File: src/rtl/dm_cache_ctrl.sv
// Direct-mapped, write-through, no-write-allocate cache between a CPU load/store port and a byte-addressed SRAM.
// Lines are 16 bytes (four 32-bit words); read misses refill one word per cycle, writes always go through to SRAM.
module dm_cache_ctrl #(
    parameter int ADDR_W     = 16,
    parameter int INDEX_BITS = 4
) (
    input  logic              clk,
    input  logic              rst,
    input  logic              cpu_req,
    input  logic [3:0]        cpu_we,
    input  logic [ADDR_W-1:0] cpu_addr,
    input  logic [31:0]       cpu_wdata,
    output logic [31:0]       cpu_rdata,
    output logic              cpu_stall,
    output logic [3:0]        mem_w_en,
    output logic [ADDR_W-1:0] mem_address,
    output logic [31:0]       mem_write_data,
    input  logic [31:0]       mem_read_data,
    output logic [15:0]       hit_cnt,
    output logic [15:0]       miss_cnt
);
    localparam int TAG_W = ADDR_W - INDEX_BITS - 4;
    localparam int LINES = 1 << INDEX_BITS;

    typedef enum logic [1:0] {
        ST_IDLE,
        ST_REFILL,
        ST_WRITE
    } state_t;

    state_t           r_state;
    state_t           w_next_state;
    logic [1:0]       r_cnt;
    logic             r_after_refill;
    logic [LINES-1:0] r_valid;
    logic [TAG_W-1:0] r_tag  [LINES];
    logic [31:0]      r_data [LINES][4];
    logic [15:0]      r_hit_cnt;
    logic [15:0]      r_miss_cnt;

    logic [TAG_W-1:0]      w_tag;
    logic [INDEX_BITS-1:0] w_index;
    logic [1:0]            w_word;
    logic [1:0]            w_off;
    logic                  w_is_write;
    logic                  w_hit;
    logic [31:0]           w_line_word;
    logic [3:0]            w_be;
    logic [31:0]           w_wdata_sh;
    logic                  w_count_hit;
    logic                  w_count_miss;

    assign w_tag   = cpu_addr[ADDR_W-1 -: TAG_W];
    assign w_index = cpu_addr[INDEX_BITS+3:4];
    assign w_word  = cpu_addr[3:2];
    assign w_off   = cpu_addr[1:0];

    // Only the three legal write encodings count as writes; anything else is a read.
    assign w_is_write = (cpu_we == 4'b0001) || (cpu_we == 4'b0011) || (cpu_we == 4'b1111);

    assign w_hit       = r_valid[w_index] && (r_tag[w_index] == w_tag);
    assign w_line_word = r_data[w_index][w_word];
    assign cpu_rdata   = w_hit ? (w_line_word >> {w_off, 3'b000}) : 32'h0;

    assign w_be       = cpu_we << w_off;
    assign w_wdata_sh = cpu_wdata << {w_off, 3'b000};

    assign hit_cnt  = r_hit_cnt;
    assign miss_cnt = r_miss_cnt;

    // NOTE: every signal assigned here gets a default first, so no path can infer a latch.
    always_comb begin
        w_next_state   = r_state;
        cpu_stall      = 1'b0;
        mem_w_en       = 4'b0000;
        mem_address    = '0;
        mem_write_data = 32'h0;
        w_count_hit    = 1'b0;
        w_count_miss   = 1'b0;
        case (r_state)
            ST_IDLE: begin
                if (cpu_req) begin
                    if (w_is_write) begin
                        cpu_stall    = 1'b1;
                        w_next_state = ST_WRITE;
                    end else if (w_hit) begin
                        w_count_hit = !r_after_refill;
                    end else begin
                        cpu_stall    = 1'b1;
                        w_count_miss = 1'b1;
                        w_next_state = ST_REFILL;
                    end
                end
            end
            ST_REFILL: begin
                cpu_stall   = 1'b1;
                mem_address = {w_tag, w_index, r_cnt, 2'b00};
                if (r_cnt == 2'd3) begin
                    w_next_state = ST_IDLE;
                end
            end
            ST_WRITE: begin
                mem_w_en       = w_is_write ? cpu_we : 4'b0000;
                mem_address    = cpu_addr;
                mem_write_data = cpu_wdata;
                w_next_state   = ST_IDLE;
            end
            default: begin
                w_next_state = ST_IDLE;
            end
        endcase
    end

    // NOTE: state uses non-blocking assignments so every register samples pre-edge values.
    always_ff @(posedge clk) begin
        if (rst) begin
            r_state        <= ST_IDLE;
            r_cnt          <= 2'd0;
            r_after_refill <= 1'b0;
            r_valid        <= '0;
            r_hit_cnt      <= 16'h0;
            r_miss_cnt     <= 16'h0;
        end else begin
            r_state        <= w_next_state;
            r_after_refill <= (r_state == ST_REFILL);
            r_cnt          <= (r_state == ST_REFILL) ? r_cnt + 2'd1 : 2'd0;
            // Valid is raised only on the final beat so an interrupted refill leaves the line invalid.
            if (r_state == ST_REFILL && r_cnt == 2'd3) begin
                r_valid[w_index] <= 1'b1;
            end
            if (w_count_hit && r_hit_cnt != 16'hFFFF) begin
                r_hit_cnt <= r_hit_cnt + 16'd1;
            end
            if (w_count_miss && r_miss_cnt != 16'hFFFF) begin
                r_miss_cnt <= r_miss_cnt + 16'd1;
            end
        end
    end

    // NOTE: tag and data arrays carry no reset; the valid bits alone decide whether their contents are used.
    always_ff @(posedge clk) begin
        if (r_state == ST_REFILL) begin
            r_data[w_index][r_cnt] <= mem_read_data;
            if (r_cnt == 2'd3) begin
                r_tag[w_index] <= w_tag;
            end
        end
        if (r_state == ST_WRITE && w_is_write && w_hit) begin
            for (int b = 0; b < 4; b++) begin
                if (w_be[b]) begin
                    r_data[w_index][w_word][8*b +: 8] <= w_wdata_sh[8*b +: 8];
                end
            end
        end
    end
endmodule

File: config.mk
export PLATFORM = sky130hd
export DESIGN_NAME = dm_cache_ctrl
export DESIGN_NICKNAME = d
export VERILOG_FILES = /design/src/rtl/dm_cache_ctrl.sv
export SDC_FILE = /design/constraint.sdc
export NUM_CORES = 2
export LEC_CHECK = 0
export ABC_AREA = 1
export CELL_PAD_IN_SITES_DETAIL_PLACEMENT = 0
export CELL_PAD_IN_SITES_GLOBAL_PLACEMENT = 1
export CORE_MARGIN = 10
export CORE_UTILIZATION = 32
export CTS_CLUSTER_SIZE = 25
export DETAILED_ROUTE_END_ITERATION = 6
export PLACE_DENSITY_LB_ADDON = 0.1
export SYNTH_ARGS = -nofsm -noshare
export SYNTH_HDL_FRONTEND = slang
export SYNTH_SLANG_ARGS = --single-unit
File: constraint.sdc
create_clock -name clk -period 4.9 [get_ports clk]
set_clock_uncertainty 0.15 [all_clocks]
set_input_delay 1.47 -clock clk [delete_from_list [all_inputs] [get_ports clk]]
set_output_delay 1.47 -clock clk [all_outputs]
set_load 0.005 [all_outputs]
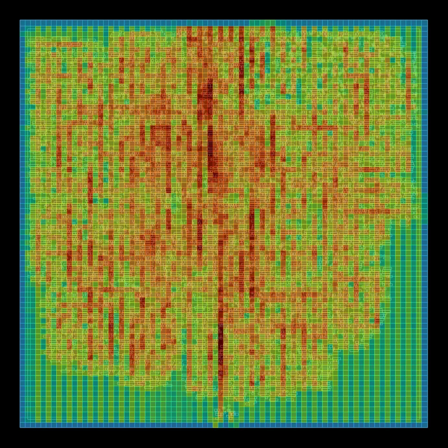
Fig. 1. Track usage over the die.
most used routing layer: met2
wire per inst: 29.5 um
M2 GR Usage: 36.5%
Final Util: 42.8%
gr usage total: 21.8%

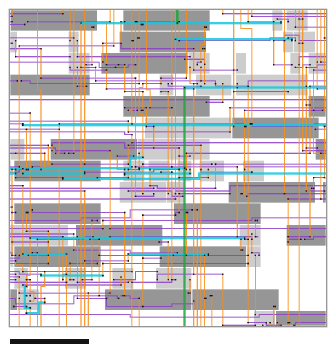
Fig. 2. A small window of the routed layout.
Scale bar: 10 um. Window x 385 to 425, y 115 to 155 um. Cells in grey, sequential cells in the stronger grey; small squares are vias.
Key: met3 = cyan; met4 = green; met1 = purple; met2 = orange
Netlist names of flops here include `r_data` (18). Most frequent: edfxtp_1 (18), a22oi_1 (7), buf_4 (7). Sequential cells in the window: 18. 51 logic cells have their middle in the window.

==> impl_metrics.yaml <==
# yosys + openroad results
die:
  std_cell_rows: 190
  design.die.area_um2: 291000
  die_x_um: 539
  core_area_um2: 268000
  fp_util_pct: 32.2
worst_hold_path:
  hp-class: "reg -> reg"
  whs_path_depth: 1
  holdPathEnd: "r_valid[4]$_SDFFE_PP0P_"
  min_from: "r_valid[4]$_SDFFE_PP0P_"
job:
  tool_warnings: 35
  cap_violations: 0
final_layout:
  ff_count: 2229
  lay_top_cells: "edfxtp_1 (2176), buf_4 (1008), nand2_1 (773)"
  area_growth_pct: 33.0
  fillers: 24636
  final-comb-area_um2: 19800
  reg_top3: "r_data x2048, r_tag x128"
  clockNetworkAreaShare_pct: 6.81
  instances_no_fill: 11286
  n_clock_buffer: 290
  fin_nets: 7621
  buffer_area_share_pct: 13.6
  design_area_um2: 115000
  drive_gt1_share_pct: 28.2
  antenna_cells: 5
  n_all_inverters: 166
  sh_seq_area_pct: 57.8
  largest_reg_flops: 2048
  comb_cells: 3361
  layout.cells.most_common: "edfxtp_1"
timing:
  setup_tns_ns: -27.79
  finalCritPeriodShare_pct: 120
  fmax_mhz: 170
  rsz0062_at_grt: "yes"
  hold_ws_ns: 0.319
  slew_headroom_pct: 21.3
  worst_pin_slew_ns: 1.18
  setup_ws_ns: -0.973
  setup_violations: 33
  maxSlewViolCount: 0
setup_path:
  reg2reg_to: "r_data[3][45]$_DFFE_PP_"
  worstSetupStartpoint: "cpu_addr[4]"
  crit_chain: "buf_6 -> buf_12 -> buf_12 -> nand2_8 -> buf_12 -> buf_12 -> buf_4 -> o22ai_1 -> o21ai_1 -> nand4_1 -> a22oi_2 -> nand2_2 -> buf_6 -> buf_6 -> o211ai_1 -> nand2_1 -> inv_1 -> buf_2"
  critPathBufInv: 10
  crit_fanout: 11
  critPathArrivalTime_ns: 4.25
  endpoint_kind: "output port"
  critPathRequiredTime_ns: 3.28
  r2r_slack_ns: 1.20
  reg2reg_depth: 22
  max_stage_delay_ns: 0.25
  path_common_cell: "buf_12"
  crit-reg2reg-launch: "r_tag[5][1]$_DFFE_PP_"
  cpLargestDelayFamily: "buffers and inverters"
  cp-start-kind: "input port"
detailed_routing:
  detail_route.iter0.violations: 5721
  met2_length_um: 160000
  drcViolationCount: 0
  drt-met1-wl_um: 145000
  ant_nets: 0
  top_layer: "met4"
grt:
  grt_pass1_vias: 57819
  grt_first_pass_wirelength_um: 457000
  antenna_found_initial: 23
  grt_max_degree: 43
cts:
  holdBufCountCts: 0
  numCtsBuffers: 238
  clk_path_buf_depth: 3
  clkSinkCount: 2229
  root_buffer: "clkbuf_16"
  htreeDepth: 4
  cts-resized-gates: 390
  cts_tree: "yes"
  clkTransAtPathRegs_ns: 0.06
pwr:
  p_seq_mw: 21.1
  powerClk_mw: 18.1
  p_sw_mw: 10.5
  power_leader: "registers"
  p_seq_share_pct: 48.4
  finalPower_mw: 43.6
  pg_comb_mw: 4.42
  cellLeakagePower_nw: 39.6
  p_int_mw: 33.1
  combinationalPowerShare_pct: 10.1
synth:
  ys_area_um2: 86300
  aoi_share_pct: 12.9
  yosysTopAreaCell: "edfxtp_1"
  synthArstFlopShare_pct: 0
  syn_avg_cell_area_um2: 14.0
  ys_sh_xor_pct: 0.0913
  logic_family: "AND-OR/OR-AND gates"
  synth.distinct_cells: 40
  topCellsByArea: "edfxtp_1 (76%), a22oi_1 (4.6%), o22ai_1 (3.8%)"
  edf_count: 2176
  simple_gate_area_share_pct: 7.40
  synthMuxAreaShare_pct: 0
  top_cell: "edfxtp_1"
  ff_type: "edfxtp_1"
  yosysTopAreaCellShare_pct: 75.7
  ys_ff: 2229
  ys_sh_adder_pct: 0.130
place:
  gp_congestion: 0.867
  dp_slack_ns: -2.09
outcome:
  violations: "negative setup slack"
  status: "complete, but fails checks"
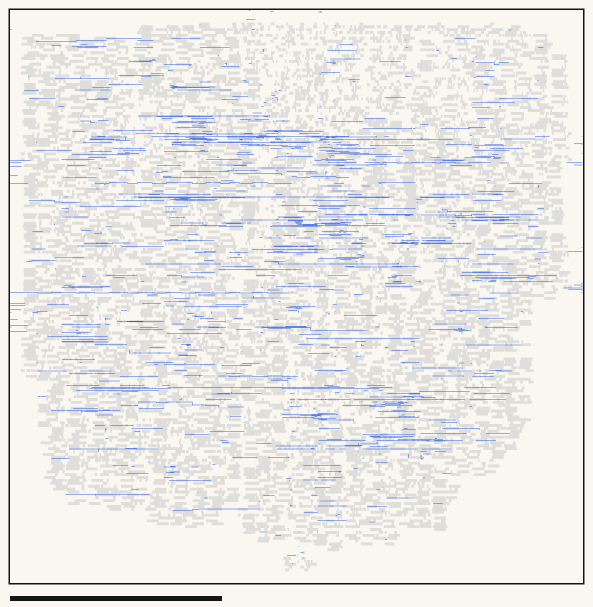
Fig. 3. Signal wires on met3.
Scale bar: 200 um.
The wires run mostly horizontal. 558 nets have wire on it. The layer holds 5.1% of the routed length. The layer carries 17100 um of wire. The longest straight run is 245 um.

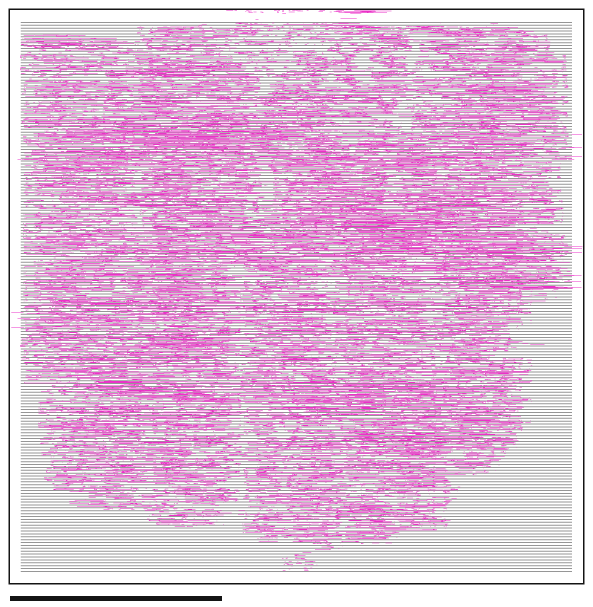
Fig. 4. Metal 1.
Scale bar: 200 um. Supply wires on this layer in grey.
The longest straight run is 137 um. The layer holds 44% of the routed length.
total number of vias: 59234
met1 usage: 29.7%
Routed WL: 333000 um

Power and IR drop assume default switching activity.
